### config.mk
export PLATFORM = sky130hd
export DESIGN_NAME = tgate_bus_arbiter
export DESIGN_NICKNAME = d
export VERILOG_FILES = /design/src/rtl/tgate_arb_pkg.sv /design/src/rtl/tgate_bus_arbiter_rr_picker.sv /design/src/rtl/tgate_bus_arbiter.sv
export SDC_FILE = /design/constraint.sdc
export NUM_CORES = 1
export LEC_CHECK = 0
export CAP_MARGIN = 15
export CORE_MARGIN = 2
export CORE_UTILIZATION = 35
export CTS_CLUSTER_DIAMETER = 50
export DETAILED_ROUTE_END_ITERATION = 7
export PLACE_DENSITY = 0.57
export SLEW_MARGIN = 30
export SYNTH_ARGS = -nofsm -noshare
export SYNTH_HDL_FRONTEND = slang
export SYNTH_SLANG_ARGS = --single-unit
### constraint.sdc
create_clock -name clk -period 3.15 [get_ports clk]
set_input_delay 0.63 -clock clk [delete_from_list [all_inputs] [get_ports clk]]
set_output_delay 0.63 -clock clk [all_outputs]
set_load 0.01 [all_outputs]
### src/rtl/tgate_arb_pkg.sv
// Shared types and helpers for the transmission-gate bus arbiter.
//   arb_state_e : arbiter FSM states
//   cnt_w/idx_w : counter and index width helpers
//   onehot      : one-hot decode of an index into a MAX_REQ-wide vector
package tgate_arb_pkg;

   typedef enum logic [1:0] {
      IDLE  = 2'd0,
      DRIVE = 2'd1,
      GAP   = 2'd2
   } arb_state_e;

   localparam int unsigned MAX_REQ = 32;

   // Width of a counter that must hold 0..max_val, never narrower than 1 bit.
   function automatic int unsigned cnt_w(input int unsigned max_val);
      return ($clog2(max_val + 1) < 1) ? 1 : $clog2(max_val + 1);
   endfunction

   // Width of an index into n requesters, never narrower than 1 bit.
   function automatic int unsigned idx_w(input int unsigned n);
      return (n < 2) ? 1 : $clog2(n);
   endfunction

   // One-hot decode; bits at or above n stay zero.
   function automatic logic [MAX_REQ-1:0] onehot(input int unsigned idx, input int unsigned n);
      logic [MAX_REQ-1:0] v;
      v = '0;
      for (int unsigned i = 0; i < MAX_REQ; i++) begin
         if (i < n && i == idx) v[i] = 1'b1;
      end
      return v;
   endfunction

endpackage

### src/rtl/tgate_bus_arbiter_rr_picker.sv
// Round-robin selector: first asserted req at or above ptr, wrapping.
//   req : per-requester request
//   ptr : round-robin start position
//   any : some request is asserted
//   idx : selected requester (0 when any=0)
module rr_picker
   import tgate_arb_pkg::*;
#(
   parameter  int unsigned N_REQ = 4,
   localparam int unsigned IDX_W = idx_w(N_REQ)
) (
   input  logic [N_REQ-1:0] req,
   input  logic [IDX_W-1:0] ptr,
   output logic             any,
   output logic [IDX_W-1:0] idx
);

   localparam int unsigned DW = 2 * N_REQ;

   logic [DW-1:0] dbl;
   logic [DW-1:0] masked;

   // Doubling the vector turns the wrap into a straight upward search;
   // the upper copy guarantees a hit whenever any request is set.
   always_comb begin
      dbl    = {req, req};
      masked = '0;
      for (int unsigned j = 0; j < DW; j++) begin
         masked[j] = dbl[j] && (j >= 32'(ptr));
      end
      any = |req;
      idx = '0;
      // Scan downward so the lowest masked hit is the one that sticks.
      for (int unsigned j = DW; j > 0; j--) begin
         if (masked[j-1]) idx = IDX_W'((j - 1) % N_REQ);
      end
   end

endmodule

### src/rtl/tgate_bus_arbiter.sv
// Break-before-make round-robin arbiter for a wire shared through
// one-way transmission gates.
//   clk, rst_n  : clock, asynchronous active-low reset
//   req         : per-requester request, held while the wire is wanted
//   gate_en     : one-hot-or-zero gate controls
//   owner_valid : some gate is enabled
//   owner_id    : current owner index (0 when none)
//   bus_float   : no gate enabled (IDLE or GAP)
module tgate_bus_arbiter
   import tgate_arb_pkg::*;
#(
   parameter  int unsigned N_REQ      = 4,
   parameter  int unsigned GAP_CYCLES = 1,
   parameter  int unsigned MAX_HOLD   = 0,
   localparam int unsigned IDX_W      = idx_w(N_REQ)
) (
   input  logic             clk,
   input  logic             rst_n,
   input  logic [N_REQ-1:0] req,
   output logic [N_REQ-1:0] gate_en,
   output logic             owner_valid,
   output logic [IDX_W-1:0] owner_id,
   output logic             bus_float
);

   localparam int unsigned GAP_W  = cnt_w(GAP_CYCLES);
   localparam int unsigned HOLD_W = cnt_w(MAX_HOLD);
   localparam logic [GAP_W-1:0]  GAP_LAST  = GAP_W'(GAP_CYCLES - 1);
   localparam logic [HOLD_W-1:0] HOLD_LAST = HOLD_W'((MAX_HOLD == 0) ? 32'd0 : MAX_HOLD - 1);
   localparam logic [IDX_W-1:0]  LAST_IDX  = IDX_W'(N_REQ - 1);
   localparam bit                PREEMPT_EN = (MAX_HOLD != 0);

   arb_state_e        state_q, state_d;
   logic [IDX_W-1:0]  rr_ptr_q, rr_ptr_d;
   logic [GAP_W-1:0]  gap_cnt_q, gap_cnt_d;
   logic [HOLD_W-1:0] hold_cnt_q, hold_cnt_d;
   logic [N_REQ-1:0]  gate_en_q, gate_en_d;
   logic              owner_valid_q, owner_valid_d;
   logic [IDX_W-1:0]  owner_id_q, owner_id_d;
   logic              bus_float_q, bus_float_d;

   logic              pick_any;
   logic [IDX_W-1:0]  pick_idx;
   logic              grant;
   logic              drop;
   logic              others_req;

   rr_picker #(.N_REQ(N_REQ)) u_pick (
      .req (req),
      .ptr (rr_ptr_q),
      .any (pick_any),
      .idx (pick_idx)
   );

   // Next-state and registered-output logic.
   always_comb begin
      state_d       = state_q;
      rr_ptr_d      = rr_ptr_q;
      gap_cnt_d     = gap_cnt_q;
      hold_cnt_d    = hold_cnt_q;
      gate_en_d     = gate_en_q;
      owner_valid_d = owner_valid_q;
      owner_id_d    = owner_id_q;
      bus_float_d   = bus_float_q;
      grant         = 1'b0;
      drop          = 1'b0;
      others_req    = |(req & ~gate_en_q);

      case (state_q)
         IDLE: begin
            if (pick_any) grant = 1'b1;
         end
         DRIVE: begin
            hold_cnt_d = hold_cnt_q + 1'b1;
            if (!req[owner_id_q]) begin
               drop = 1'b1;
            end else if (PREEMPT_EN && hold_cnt_q == HOLD_LAST) begin
               // Hold budget spent: yield only if someone else is waiting.
               if (others_req) drop = 1'b1;
               else            hold_cnt_d = '0;
            end
         end
         GAP: begin
            gap_cnt_d = gap_cnt_q + 1'b1;
            if (gap_cnt_q == GAP_LAST) begin
               if (pick_any) grant = 1'b1;
               else          state_d = IDLE;
            end
         end
         default: state_d = IDLE;
      endcase

      if (grant) begin
         state_d       = DRIVE;
         gate_en_d     = N_REQ'(onehot(32'(pick_idx), N_REQ));
         owner_valid_d = 1'b1;
         owner_id_d    = pick_idx;
         bus_float_d   = 1'b0;
         hold_cnt_d    = '0;
      end

      // Release and preemption share one path: gates off, pointer past owner.
      if (drop) begin
         state_d       = GAP;
         gate_en_d     = '0;
         owner_valid_d = 1'b0;
         owner_id_d    = '0;
         bus_float_d   = 1'b1;
         gap_cnt_d     = '0;
         rr_ptr_d      = (owner_id_q == LAST_IDX) ? '0 : owner_id_q + 1'b1;
      end
   end

   // State and output registers.
   always_ff @(posedge clk or negedge rst_n) begin
      if (!rst_n) begin
         state_q       <= IDLE;
         rr_ptr_q      <= '0;
         gap_cnt_q     <= '0;
         hold_cnt_q    <= '0;
         gate_en_q     <= '0;
         owner_valid_q <= 1'b0;
         owner_id_q    <= '0;
         bus_float_q   <= 1'b1;
      end else begin
         state_q       <= state_d;
         rr_ptr_q      <= rr_ptr_d;
         gap_cnt_q     <= gap_cnt_d;
         hold_cnt_q    <= hold_cnt_d;
         gate_en_q     <= gate_en_d;
         owner_valid_q <= owner_valid_d;
         owner_id_q    <= owner_id_d;
         bus_float_q   <= bus_float_d;
      end
   end

   assign gate_en     = gate_en_q;
   assign owner_valid = owner_valid_q;
   assign owner_id    = owner_id_q;
   assign bus_float   = bus_float_q;

   // Never more than one gate on.
   a_onehot0: assert property (@(posedge clk) disable iff (!rst_n) $onehot0(gate_en_q));

endmodule

==> run_1/metal_stack.png <==
Scale bar: 10 um. Only two layers are drawn.
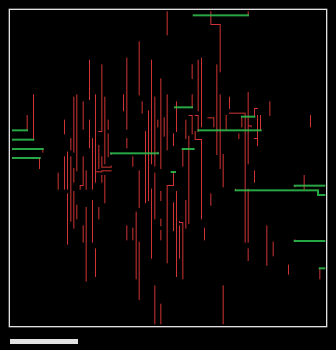
| colour | layer | wire length |
|---|---|---|
| red | met2 | 581 um |
| green | met3 | 66.9 um |

==> run_1/cell_classes.png <==
Scale bar: 10 um. Fill, decap, tap and diode cells in grey.
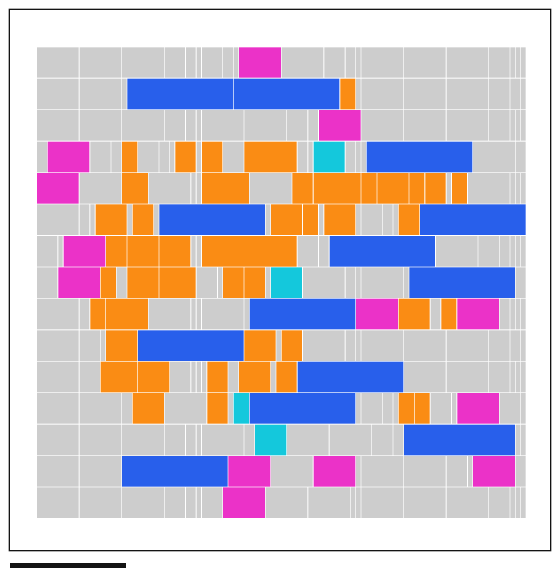
| colour | class | cells |
|---|---|---|
| magenta | other buffers and delay cells | 13 |
| blue | flip-flops | 13 |
| orange | all other logic | 45 |
| cyan | clock drivers and dummy loads | 4 |
cell area after layout: 810 um^2
cell row count: 15

==> flow_metrics.tcl, run 1 <==
# yosys + openroad results
set metrics [dict create \
    yosys-top-cells-count "dfrtp_1 (12), nand3_1 (8), nand2_1 (7), o31ai_1 (5), o21ai_0 (4)" \
    initCoreUtil_pct 37.0 \
    synth_cell_types 24 \
    logic_area_um2 288 \
    hold-path-endpoint "bus_float" \
    fin_cells 100 \
    reg2regPathDepth 3 \
    hold_start "bus_float" \
    period_used_pct 68.7 \
    top_cells_by_area "dfrtp_1 (47%), nand3_1 (6.3%), o31ai_1 (5.9%), dfstp_2 (4.1%), nand2_1 (4.1%)" \
    holdWs_ns 0.459 \
    clk_latency_ns 0.27 \
    via_count 527 \
    finalWirelength_um 1200 \
    firstDrtPassIters 4 \
    slew_headroom_pct 60.9 \
    clock.fmax_mhz 462 \
    drv_cap 0 \
    num_io_pins 14 \
    p_int_mw 0.473 \
    ctsResizeCount 0 \
    yosysWarningCount 0 \
    pre_cts_ws_ns 0.695 \
    syn-cell-area_um2 638 \
    outcome "completed" \
    htreeDepth 1 \
    wl_per_cell_um 12.0 \
    grt_max_degree 16 \
    cts_tree "done" \
    area_growth_pct 26.9 \
    syn_inst 60 \
    antenna_found_initial 0 \
    seq_power_share_pct 40.8 \
    synthesis.nets 67 \
    worstPathMaxFanout 13 \
    async_flop_share_pct 100 \
    fp.dieW_um 46.7 \
    power.switching_mw 0.285 \
    grt_pass1_wl_um 1990 \
    clockBufferDepth 2 \
    ys_cells 60 \
    clock_skew_ns 0.00435 \
    drive_gt1_share_pct 9.33 \
    holdPathStages 2 \
    place.gp.congestion 0.748 \
    layout.nets 83 \
    io_buffers 13 \
]
==> run_1/final_congestion.png <==
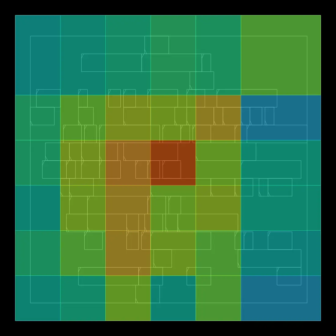
GRT met3 Usage: 2.75%
final core occ: 46.9%
M2 GR Usage: 20.3%
global routing's busiest layer: met2
Total GRT Usage: 13.2%

run 1: logic make-up (layout without fill, tap and decap cells):
group	count (synthesis)	count (layout)	synth area share, %
AOI/OAI and AO/OA	15	15	16.1
adders and majority gates	1	1	1.96
buffers and inverters	4	19	3.73
DFF	13	13	51.2
muxes	2	2	5.29
and+or+nand+nor	25	25	21.8
run 1: area by class of cell:
class | instances | share of cell area [%]
Tap cell | 25 | 3.86
Inverter | 2 | 0.927
Timing Repair Buffer | 13 | 16.1
Sequential cell | 13 | 40.3
Clock buffer | 4 | 3.25
Multi-Input combinational cell | 43 | 35.5
run 1: power by group through the flow:
stage	Clock, mW	Sequential [mW]	Combinational [mW]
5_1_grt	0.114	0.320	0.389
4_1_cts	0.110	0.311	0.350
6_report	0.102	0.309	0.347
2_1_floorplan	0	0.323	0.208
3_5_place_dp	0	0.313	0.349
3_3_place_gp	0	0.313	0.345
run 1: state kept, by name (all words and copies together) (netlist names):
name         flops
gate_en          4
owner_id         2
rr_ptr_q         2
state_q          2
bus_float        1
gap_cnt_q        1
owner_valid      1
run 1: metal layers:
metal  part of all wire, %  GRT usage [%]
met5                     0              0
met4                   2.4           8.33
met3                   5.5           2.75
met2                    48           20.3
met1                    44           16.9
run 1: critical path: stages:
cell and delay [ns]:
clkdlybuf4s50_1 0.48, mux4_2 0.51, or3_4 0.42, mux2_2 0.29
run 1: cell usage in the layout (no fill, tap or decap), drive strengths merged:
master and n:
nand3 8, or4 1, clkbuf 4, ha 1, nand4b 1, o21ai 4, a21boi 3, nand2b 1
dfrtp 12, dfstp 1, nand2 7, a21oi 1, nand3b 2, mux2 1, o211a 1, mux4 1
inv 2, o31ai 5, o211ai 1, or3 1, nor2 2, nor3b 1, clkdlybuf4s50 13, and3b 1
==> run 1 -> run 2 <==
--- a/config.mk
+++ b/config.mk
@@ -10,7 +10,7 @@
 export CORE_UTILIZATION = 35
 export CTS_CLUSTER_DIAMETER = 50
 export DETAILED_ROUTE_END_ITERATION = 7
-export PLACE_DENSITY = 0.57
+export PLACE_DENSITY = 0.59
 export SLEW_MARGIN = 30
 export SYNTH_ARGS = -nofsm -noshare
 export SYNTH_HDL_FRONTEND = slang
==> constraint.sdc (replaced) <==
create_clock -name clk -period 1.8 [get_ports clk]
set_input_delay 0.36 -clock clk [delete_from_list [all_inputs] [get_ports clk]]
set_output_delay 0.36 -clock clk [all_outputs]
set_load 0.01 [all_outputs]
==> run_2/final_congestion.png <==
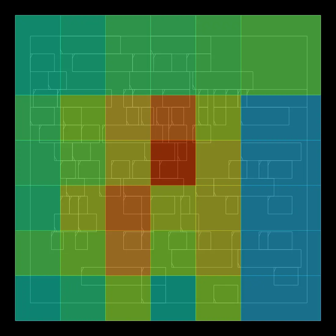
Total GRT Usage: 15.6%
GRT met3 Usage: 2.35%

==> run_2/density.png <==
9 x 9 tiles, from black (low) to pale yellow (high), 0 to 100% covered.
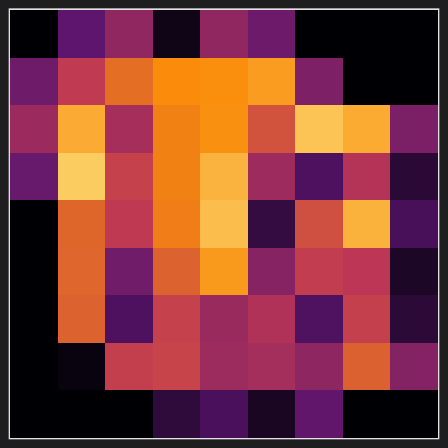
tiles over 75% full: 14%
fullest tile: 89%
mean over tiles: 38%
densest ninth of the die: centre
nearly empty tiles: 19%
core outline area: 0.00173 mm^2
final core occ: 50.2%
floorplan utilization: 37.0%

==> flow_metrics.tcl, run 2 <==
# yosys + openroad results
set metrics [dict create \
    grt_pass1_wl_um 2300 \
    period_used_pct 100 \
    timing.critical_path.cells "clkdlybuf4s50_1, mux4_2, or3_4, mux2_2" \
    largest_reg_flops 4 \
    rows 15 \
    grt_max_degree 16 \
    worst_slack_ns -0.000870 \
    holdWs_ns 0.451 \
    rsz0062_at_grt "yes" \
    slowest_delay_ns 0.48 \
    synth_top_area_share_pct 47.1 \
    placed_cells 102 \
    grt_pass1_vias 483 \
    power_mw 1.43 \
    drt_iter0_drc 18 \
    edf_count 0 \
    wl_per_cell_um 13.5 \
    outcome "finished, violations left" \
    cts_tree "done" \
    power_density_mw_per_mm2 1650 \
    root_buffer "clkbuf_4" \
    top_area_cell "dfrtp_1" \
    pre_cts_ws_ns -0.295 \
    crit_buf_inv 1 \
    warning_count 27 \
    reg2reg_slack_ns 0.09 \
    firstDrtPassIters 4 \
    dieArea_mm2 0.00218 \
    worst_setup_path_start_kind "input pin" \
    ys_cells 60 \
    syn_area_per_cell_um2 10.6 \
    ir_drop_mv 0.637 \
    drv_slew 0 \
    top_cell "dfrtp_1" \
    r2r-start "owner_id[0]" \
    rr_endpoint "rr_ptr_q[1]" \
    yosys-top-cells-count "dfrtp_1 (12), nand3_1 (8), nand2_1 (7), o31ai_1 (5), o21ai_0 (4)" \
    p_leak_nw 0.379 \
    antenna_found_initial 0 \
    clock_skew_ns 0.00371 \
    lay_top_count "clkdlybuf4s50_1" \
    clk_latency_ns 0.28 \
    crit_family "multiplexers" \
    logic_area_um2 288 \
    grt-ovfl-total 0 \
    io_buffers 13 \
    htreeDepth 1 \
    cts-buffers-inserted 3 \
    syn_inst 60 \
    setup_total_negative_slack_ns -0.000870 \
    violations "negative setup slack" \
    die_y_um 46.7 \
    layout.nets 89 \
    ys_area_um2 638 \
    drc 0 \
    top_cells_by_area "dfrtp_1 (47%), nand3_1 (6.3%), o31ai_1 (5.9%), dfstp_2 (4.1%), nand2_1 (4.1%)" \
    synthesis.nets 67 \
    clockBufferDepth 2 \
    slowest_stage "mux4_2" \
    cts_num_sinks 13 \
    finalWirelength_um 1430 \
    placed_area_um2 841 \
    fin_crit_ns 1.80 \
    setup_viol 1 \
    drv_cap 0 \
    num_io_pins 14 \
    area_growth_pct 35.9 \
    synth_cell_types 24 \
    worst_pin_slew_ns 0.594 \
    arrival_ns 1.97 \
    design_area_um2 867 \
    fp.dieW_um 46.7 \
    async_flop_share_pct 100 \
    drive_gt1_share_pct 16.0 \
    slew_headroom_pct 60.3 \
    syn-cell-area_um2 638 \
    via_count 549 \
    layout_top_cells "clkdlybuf4s50_1 (13), dfrtp_1 (12), nand3_1 (8)" \
    num_antenna_cells 0 \
    fin_cells 106 \
    clock.fmax_mhz 555 \
    place.gp.congestion 0.724 \
    dpl.hpwl_um 1070 \
    yosysWarningCount 0 \
    nFillCells 175 \
    reg2regPathDepth 3 \
    vias_per_cell 5.18 \
    worstPathMaxFanout 13 \
    ant_nets 0 \
]
[run 2: worst max path at each step]
stage,from,to,slack (ns),cells after the start
global placement,req[3],rr_ptr_q[1],-0.28,4
global route,req[3],rr_ptr_q[1],-0.06,4
finish,req[0],rr_ptr_q[1],-0.0009,4
floorplan,owner_id[0],owner_id[0],0.08,5
CTS,req[3],rr_ptr_q[1],0.005,4
detailed placement,req[3],rr_ptr_q[1],-0.30,4
[run 2: area by class of cell]
class / instances / share of cell area (%)
timing repair buffer: 19 / 21.6
inverter: 2 / 0.866
tap: 25 / 3.61
sequential: 13 / 37.7
clock buffer: 4 / 3.03
multi-input combinational: 43 / 33.2
[run 2: worst register-to-register path: cells and delay by family (launching register included)]
| kind | cells | cell delay [ns] |
|---|---|---|
| flops | 1 | 0.38 |
| mux | 2 | 0.81 |
| simple gates | 1 | 0.42 |
[run 2: what timing repair did]
item,in CTS,in global routing
setup endpoints to repair,0,5
hold endpoints to repair,0,0
hold buffers,0,0
setup buffers,0,0
gates resized,0,0
[run 2: kinds of logic (layout without fill, tap and decap cells)]
family          Yosys count  count (layout)  synth area share (%)
simple gates             25              25                  21.8
compound gates           15              15                  16.1
flops                    13              13                  51.2
buf+inv                   4              25                  3.73
mux                       2               2                  5.29
fa+ha+maj                 1               1                  1.96
[run 2: where the power goes]
group | switching (mW) | leakage, nW | total [mW] | internal [mW]
sequential | 0.106 | 0.161 | 0.540 | 0.433
combinational | 0.329 | 0.203 | 0.701 | 0.372
clock | 0.101 | 0.0150 | 0.187 | 0.0859
[run 2: per-layer routing]
metal	track usage (%)	wire length, um	vias up
li1	-	-	265
met1	20.2	682	262
met2	25.0	663	18
met3	2.35	57	4
met4	8.33	30	0
met5	0	0	-
==> run 2 -> run 3 <==
--- a/config.mk
+++ b/config.mk
@@ -10,6 +10,7 @@
 export CORE_UTILIZATION = 35
 export CTS_CLUSTER_DIAMETER = 50
 export DETAILED_ROUTE_END_ITERATION = 7
+export HOLD_SLACK_MARGIN = 0.02
 export PLACE_DENSITY = 0.59
 export SLEW_MARGIN = 30
 export SYNTH_ARGS = -nofsm -noshare
==> run_3/cell_classes.png <==
Scale bar: 10 um. Fill, decap, tap and diode cells in grey.
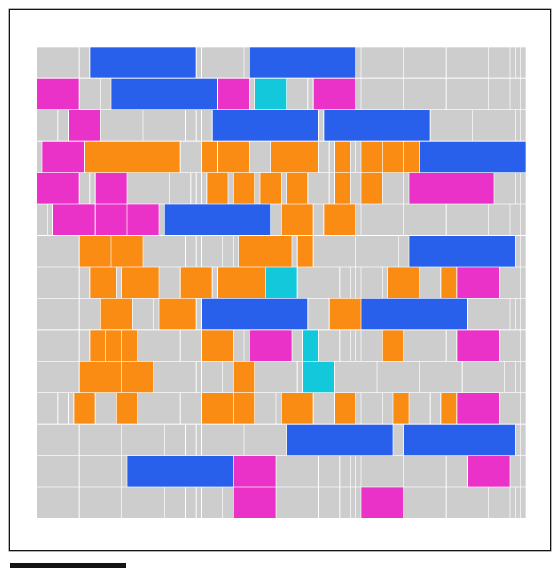
| colour | class | cells |
|---|---|---|
| magenta | other buffers and delay cells | 19 |
| orange | all other logic | 45 |
| cyan | clock drivers and dummy loads | 4 |
| blue | flip-flops | 13 |

==> run_3/final_congestion.png <==
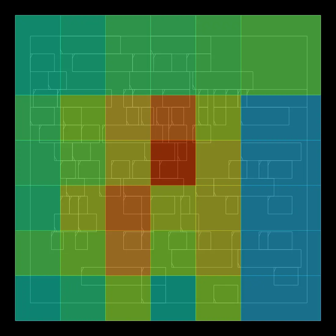
met1 Use GR: 20.2%
M2 GR Usage: 25.0%
DR WL/cell: 13.5 um

==> flow_metrics.tcl, run 3 <==
# yosys + openroad results
set metrics [dict create \
    wl_met2_um 663 \
    met3_length_um 57 \
    io_buffers 13 \
    layout.nets 89 \
    fin_crit_ns 1.80 \
    yosysWarningCount 0 \
    hold_buffers 0 \
    grt.total_usage_pct 15.6 \
    worst_setup_path_start_kind "input pin" \
    syn_inst 60 \
    num_io_pins 14 \
    ant_nets 0 \
    firstDrtPassIters 4 \
    seq_power_share_pct 37.8 \
    antenna_found_initial 0 \
    met1_length_um 682 \
    root_buffer "clkbuf_4" \
    post_cts_buffers 0 \
    clock.fmax_mhz 555 \
    rsz0062_at_grt "yes" \
    p_int_mw 0.891 \
    largest_reg_flops 4 \
    slowest_delay_ns 0.48 \
    synth_cell_types 24 \
    drv_slew 0 \
    holdWs_ns 0.451 \
    place.gp.congestion 0.724 \
    pre_cts_ws_ns -0.295 \
    placed_area_um2 841 \
    fin_cells 106 \
    coreArea_mm2 0.00173 \
    fp.dieW_um 46.7 \
    clock_skew_ns 0.00371 \
    via_count 549 \
    warning_count 27 \
    swShare_pct 37.6 \
    ys_area_um2 638 \
    vias_per_cell 5.18 \
    setup_viol 1 \
    top_cells_by_area "dfrtp_1 (47%), nand3_1 (6.3%), o31ai_1 (5.9%), dfstp_2 (4.1%), nand2_1 (4.1%)" \
    placed_cells 102 \
    ys_cells 60 \
    cts_tree "done" \
    async_flop_share_pct 100 \
    arrival_ns 1.97 \
    slew_headroom_pct 60.3 \
    worstPathMaxFanout 13 \
    design_area_um2 867 \
    drv_cap 0 \
    cts-buffers-inserted 3 \
    power_density_mw_per_mm2 1650 \
    routed.top_layer "met4" \
    synth_top_area_share_pct 47.1 \
    area_growth_pct 35.9 \
    lay_top_count "clkdlybuf4s50_1" \
    ir_drop_mv 0.637 \
    rows 15 \
    num_antenna_cells 0 \
    layout_top_cells "clkdlybuf4s50_1 (13), dfrtp_1 (12), nand3_1 (8)" \
    setup_total_negative_slack_ns -0.000870 \
    clockBufferDepth 2 \
    syn-cell-area_um2 638 \
    cts_num_sinks 13 \
    syn_area_per_cell_um2 10.6 \
    worst_slack_ns -0.000870 \
    clk_latency_ns 0.28 \
    drc 0 \
    grt_pass1_wl_um 2300 \
    p_comb_share_pct 49.1 \
    yosys-top-cells-count "dfrtp_1 (12), nand3_1 (8), nand2_1 (7), o31ai_1 (5), o21ai_0 (4)" \
    dieArea_mm2 0.00218 \
    drt_iter0_drc 18 \
    power.switching_mw 0.536 \
    p_clk_share_pct 13.1 \
    htreeDepth 1 \
    die_y_um 46.7 \
    synthesis.nets 67 \
    timing.critical_path.cells "clkdlybuf4s50_1, mux4_2, or3_4, mux2_2" \
    drive_gt1_share_pct 16.0 \
    slowest_stage "mux4_2" \
    outcome "finished, violations left" \
    worst_pin_slew_ns 0.594 \
    violations "negative setup slack" \
]
## run 3: kinds of logic (layout without fill, tap and decap cells)
| logic type | Yosys count | count (layout) | share of synthesized area, % |
|---|---|---|---|
| flops | 13 | 13 | 51.2 |
| simple gates | 25 | 25 | 21.8 |
| buf+inv | 4 | 25 | 3.73 |
| compound gates | 15 | 15 | 16.1 |
| mux | 2 | 2 | 5.29 |
| fa+ha+maj | 1 | 1 | 1.96 |
## run 3: critical path, delay by kind of cell
| family | cells | cell delay [ns] |
|---|---|---|
| multiplexers | 2 | 0.77 |
| buffers and inverters | 1 | 0.43 |
| AND/OR/NAND/NOR | 1 | 0.42 |
## run 3: power groups by stage
stage,clock network (mW),logic [mW],registers [mW]
2_1_floorplan,0,0.364,0.565
4_1_cts,0.188,0.708,0.539
5_1_grt,0.203,0.771,0.558
3_5_place_dp,0,0.700,0.545
3_3_place_gp,0,0.686,0.540
6_report,0.187,0.701,0.540
## run 3: cell type report
cell class | count | area, um^2
Tap cell | 25 | 31.3
Fill cell | 175 | 860
Multi-Input combinational cell | 43 | 288
Sequential cell | 13 | 327
Clock buffer | 4 | 26.3
Timing Repair Buffer | 19 | 188
Inverter | 2 | 7.51
## run 3: metal layers
metal	track usage, %	up-vias
met5	0	-
met4	8.33	0
met3	2.35	4
met2	25.0	18
met1	20.2	262
li1	-	265
## run 3: path summary, 6_finish.rpt
path | from | end | slack, ns | cells after the start
max in group asynchronous | rst_n | owner_id[1] | 0.96 | 1
worst min register to register | bus_float | bus_float | 0.46 | 2
worst max register to register | owner_id[0] | rr_ptr_q[1] | 0.09 | 3
worst min-delay path | rst_n | gate_en[1] | 0.45 | 1
worst max-delay path | req[0] | rr_ptr_q[1] | -0.0009 | 4
min in group clk | bus_float | bus_float | 0.46 | 2

==> layout pictures side by side <==
Sequential cells grouped by signal name.
Scale bar: 10 um. Other sequential cells in the stronger grey, the rest of the logic in the fainter grey.
panel A
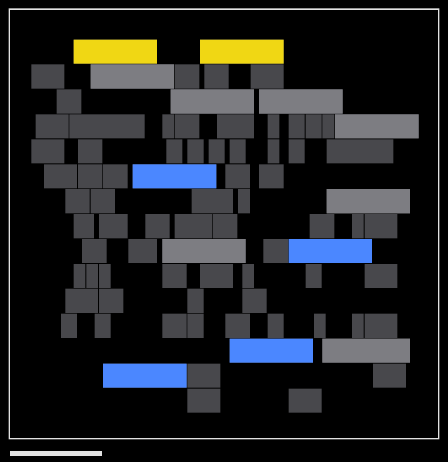
panel B
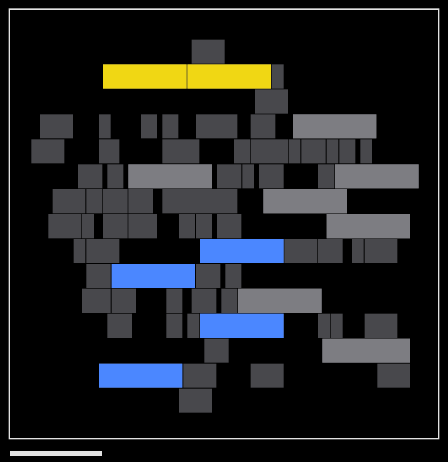
Run 1 is panel B.
Run 2 is panel A.

Power and IR drop assume default switching activity.
